Design ctrl_cmd_serializer, sky130hd; sources not shown.
Run 1, congestion heat map:
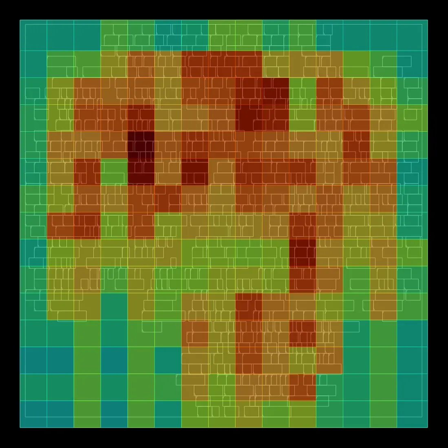
fin util: 0.595
met3 usage: 0.0658
Avg WL per Cell: 17.6 microns
gr usage total: 0.267
met2 global-route usage: 0.414

Run 1, signal metal coverage by tile:
Bar = 20 microns. The die is cut into 21 by 21 equal tiles; dark blue is low, red is high, scaled to the fullest tile. Values are wire area over tile area, all layers added.
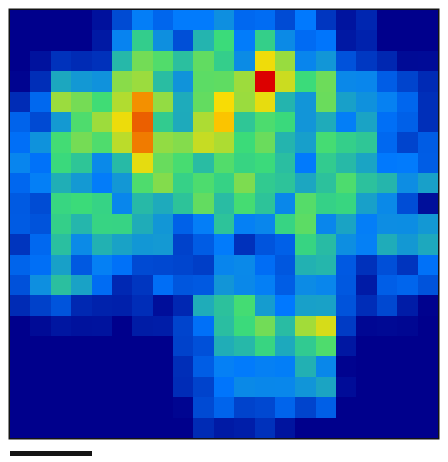
nearly empty tiles	20%
emptiest ninth of the die	lower left
densest ninth of the die	top centre
mean over tiles	0.22
tiles over half the peak	14%
fullest tile	0.85
Total Wirelength: 14300 microns
via count: 5019

Run 1, sequential cells coloured by netlist name:
Bar = 20 microns. Other sequential cells in the stronger grey, the rest of the logic in the fainter grey.
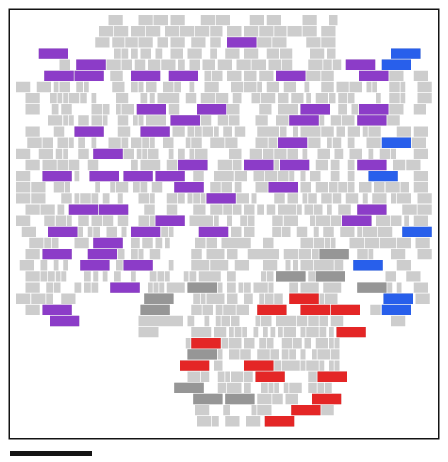
netlist name	colour	flops
r_tmo_cnt	red	13
out_byte	blue	8
r_buf	purple	48
not coloured	11
Reg area: 1600 sq um
sequential cell area share: 0.263

==> flow_metrics.py, run 1 <==
# Synthesis and PnR figures
metrics = {
    "run_status": {
        "status": "finished clean",
    },
    "flow_run": {
        "warnings": 31,
        "drv.max_cap_violation_count": 0,
    },
    "layout": {
        "diodes": 0,
        "logic_gates": 429,
        "flops": 80,
        "drive_above_1_share": 0.0964,
        "buffers": 137,
        "logic_area_sq_um": 2760,
        "nets": 778,
        "sh_comb_area": 0.453,
        "fillCellCount": 909,
        "clkbuf_count": 9,
        "layout_top_cell": "clkdlybuf4s50_1",
        "largest_reg_flops": 48,
        "nNonClkInverters": 12,
        "layout.area.top_class": "combinational gates",
        "layout.nonclk_buf_frac": 0.217,
        "layout_top_cells": "112 x clkdlybuf4s50_1, 82 x nor2_1, 80 x dfxtp_1, 34 x a21oi_1, 33 x a221oi_1",
        "stdcell_count": 810,
        "clock_cell_area_share": 0.0321,
        "fin_area_sq_um": 6090,
        "syn_to_final_growth_pct": 28.9,
    },
    "logic_synthesis": {
        "syn_area_per_cell_sq_um": 8.15,
        "yosys.area_share.adder": 0.0238,
        "logic_family": "AND-OR/OR-AND gates",
        "synth_flops": 80,
        "postSynthSeqShare": 0.339,
        "ys_sh_simple": 0.219,
        "ys_cells": 580,
        "yosysWarnings": 0,
        "ys_sh_aoi": 0.314,
        "xor_share": 0.00185,
        "syn_inst": 580,
        "ys_top_cells_by_count": "82 x nor2_1, 80 x dfxtp_1, 36 x clkbuf_1, 34 x a21oi_1, 33 x a221oi_1",
        "synth_top_cell_by_area": "dfxtp_1",
        "synth_top_cell_by_count": "nor2_1",
        "ys_chip_area_sq_um": 4730,
        "syn_area_sq_um": 4730,
        "synth-edff-count": 0,
        "top_area_frac": 0.339,
        "async_flop_share": 0,
        "yosysUniqueCellTypes": 60,
        "synthMuxAreaShare": 0.0212,
        "ff_type": "dfxtp_1",
        "top_cells_by_area": "dfxtp_1 34%, nor2_1 6.5%, a221oi_1 6.1%",
        "fp_nets": 689,
    },
    "global_route": {
        "grt_pass1_vias": 4623,
        "grt_overflow": 0,
        "grt_max_degree": 38,
        "antenna_found_initial": 0,
        "grt_first_pass_wirelength_microns": 22900,
        "grt.busiest_layer": "met2",
        "met1_usage": 0.337,
    },
    "pwr": {
        "vdd_drop_max_v": 0.000287,
        "p_sw_mw": 1.01,
        "pg_comb_mw": 0.905,
        "p_sw_frac": 0.333,
        "p_int_mw": 2.02,
        "clk-power_mw": 0.827,
        "p_leak_nw": 1.92,
        "clkPwrFrac": 0.273,
        "seq_cell_power_mw": 1.30,
        "power_leader": "registers",
        "pwr-share-seq": 0.428,
        "powerDensity_nw_per_um2": 497,
        "combPwrFrac": 0.299,
        "power_mw": 3.03,
    },
    "worst_setup_path": {
        "setup.worst_path.end_class": "flip-flop",
        "cpLargestDelayFamily": "simple AND/OR/NAND/NOR gates",
        "crit_fanout": 17,
        "cp.buffers_inverters": 1,
        "max_stage_delay_ns": 0.62,
        "path_depth": 5,
        "crit_required_ns": 3.17,
        "crit_path_start_kind": "primary input",
        "crit_type": "primary input to flip-flop",
        "critical-path-slowest-cell": "or4_4",
        "crit_chain": "clkdlybuf4s50_1 -> or4_4 -> or3_1 -> or3_2 -> a311oi_1",
        "cp.arrival_ns": 2.71,
        "r2r_slack_ns": 0.50,
        "reg2regPathDepth": 7,
    },
    "die": {
        "placementRows": 37,
        "chipArea_sq_um": 10900,
        "taps": 136,
        "die_w_microns": 104,
        "die_h_microns": 104,
        "core_area_sq_um": 10200,
        "num_io_pins": 114,
        "fp_util": 0.462,
    },
    "route": {
        "post-route-drc-count": 0,
        "firstDrtPassIters": 5,
        "wl_met3_microns": 1370,
        "vias_per_cell": 6.20,
        "dr.max_layer_used": "met4",
        "wl_met1_microns": 5830,
        "ant_nets": 0,
        "first_iter_violations": 375,
        "met2_length_microns": 6770,
    },
    "place": {
        "hpwl_microns": 10200,
        "port_buffers": 113,
        "placed_cell_area_sq_um": 5890,
        "place.gp.congestion": 0.892,
        "dp_slack_ns": 0.130,
        "dp_cells": 794,
    },
    "clock_tree": {
        "postCtsSetupBuffers": 0,
        "cts.hold.buffers_added": 0,
        "clkTransAtPathRegs_ns": 0.09,
        "htree_levels": 3,
        "postCtsResizedCells": 0,
        "clock_latency_ns": 0.36,
        "cts_root_buf": "clkbuf_8",
        "clk_path_buf_depth": 2,
        "cts_tree": "done",
        "numCtsBuffers": 9,
        "clock_sinks": 80,
    },
    "sta": {
        "slew_violations": 0,
        "setup_ws_ns": 0.461,
        "maxSlewHeadroom": 0.479,
        "period_minus_slack_ns": 2.44,
        "rsz0062_at_grt": "false",
        "maxClockFrequency_mhz": 410,
        "finalCritPeriodShare": 0.841,
        "hold_ws_ns": 0.385,
        "finalSetupViolCount": 0,
        "fin_worst_skew_ns": 0.0159,
        "final_hold_viol_count": 0,
        "fin_setup_tns_ns": 0,
        "tightest_slew_ns": 0.780,
    },
    "hold_path": {
        "hold_depth": 2,
        "hold_path.class": "primary input to flip-flop",
    },
}
## Run 2: what changed since run 1
==> constraint.sdc (replaced) <==
create_clock -name clk -period 2.5 [get_ports clk]
set_input_delay 0.25 -clock clk [delete_from_list [all_inputs] [get_ports clk]]
set_output_delay 0.25 -clock clk [all_outputs]
set_load 0.05 [all_outputs]
Run 2, placed cells, one colour a class:
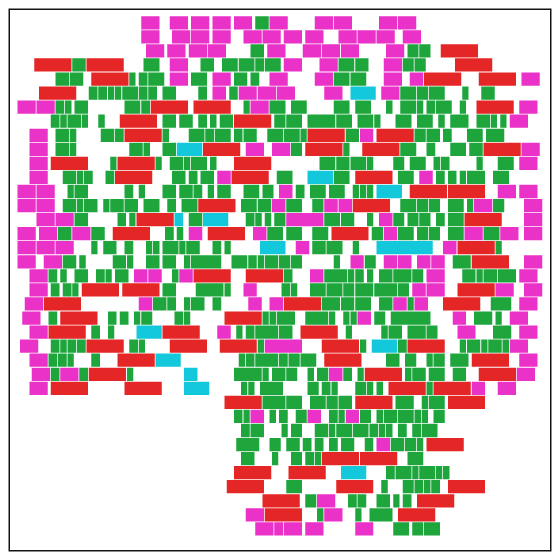
class	colour	cells	share of their area
clock drivers and dummy loads	cyan	14	3.2%
other buffers and delay cells	magenta	155	24%
flops	red	80	26%
combinational and other logic	green	441	46%
floorplan row count: 37
fin util: 0.610
fin area: 6240 sq um

==> flow_metrics.py, run 2 <==
# Synthesis and PnR figures
metrics = {
    "run_status": {
        "status": "finished clean",
    },
    "layout": {
        "fillCellCount": 880,
        "nets": 796,
        "layout_top_cell": "clkdlybuf4s50_1",
        "syn_to_final_growth_pct": 32.0,
        "layout.area.top_class": "combinational gates",
        "logic_gates": 429,
        "diodes": 0,
    },
    "global_route": {
        "grt_first_pass_wirelength_microns": 23300,
        "antenna_found_initial": 0,
        "grt_pass1_vias": 4913,
        "grt_use_total": 0.271,
        "grt_max_degree": 43,
    },
    "worst_setup_path": {
        "setup.worst_path.end_class": "output pin",
        "max_stage_delay_ns": 0.88,
        "crit_required_ns": 2.25,
        "cp.buffers_inverters": 2,
    },
    "logic_synthesis": {
        "fp_nets": 689,
        "ys_top_cells_by_count": "82 x nor2_1, 80 x dfxtp_1, 36 x clkbuf_1, 34 x a21oi_1, 33 x a221oi_1",
        "synth-edff-count": 0,
        "xor_share": 0.00185,
        "synthMuxAreaShare": 0.0212,
        "top_cells_by_area": "dfxtp_1 34%, nor2_1 6.5%, a221oi_1 6.1%",
        "synth_top_cell_by_count": "nor2_1",
        "syn_inst": 580,
        "ys_sh_simple": 0.219,
        "ys_sh_aoi": 0.314,
        "syn_area_sq_um": 4730,
    },
    "pwr": {
        "pwr-share-seq": 0.422,
        "power_mw": 3.57,
        "p_int_mw": 2.42,
        "p_leak_nw": 2.01,
        "power_leader": "registers",
        "combPwrFrac": 0.308,
        "clkPwrFrac": 0.270,
    },
    "sta": {
        "setup_ws_ns": 0.157,
        "slew_violations": 0,
        "fin_worst_skew_ns": 0.00804,
        "finalSetupViolCount": 0,
        "maxSlewHeadroom": 0.506,
        "rsz0062_at_grt": "false",
        "hold_ws_ns": 0.449,
        "fin_setup_tns_ns": 0,
    },
    "clock_tree": {
        "postCtsSetupBuffers": 0,
        "cts.hold.buffers_added": 0,
        "clock_latency_ns": 0.36,
        "clkTransAtPathRegs_ns": 0.07,
        "postCtsResizedCells": 0,
    },
    "route": {
        "wl_met3_microns": 1190,
        "vias": 5154,
        "wl_per_cell_microns": 17.6,
        "first_iter_violations": 451,
        "met2_length_microns": 6900,
        "ant_nets": 0,
    },
    "die": {
        "die_h_microns": 104,
        "core_area_sq_um": 10200,
        "fp_util": 0.462,
        "taps": 136,
    },
    "hold_path": {
        "hold_depth": 2,
    },
    "place": {
        "placed_cell_area_sq_um": 6040,
        "hpwl_microns": 10600,
        "port_buffers": 113,
    },
}
Run 2, sequential cells coloured by netlist name:
Bar = 20 microns. Other sequential cells in the stronger grey, the rest of the logic in the fainter grey.
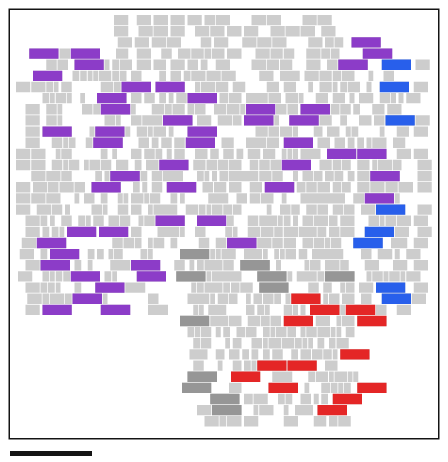
netlist name	colour	flops
out_byte	blue	8
r_tmo_cnt	red	13
r_buf	purple	48
not coloured	11
Flop+latch power: 1.51 mW
sequential cell area share: 0.257

Power and IR drop assume default switching activity.
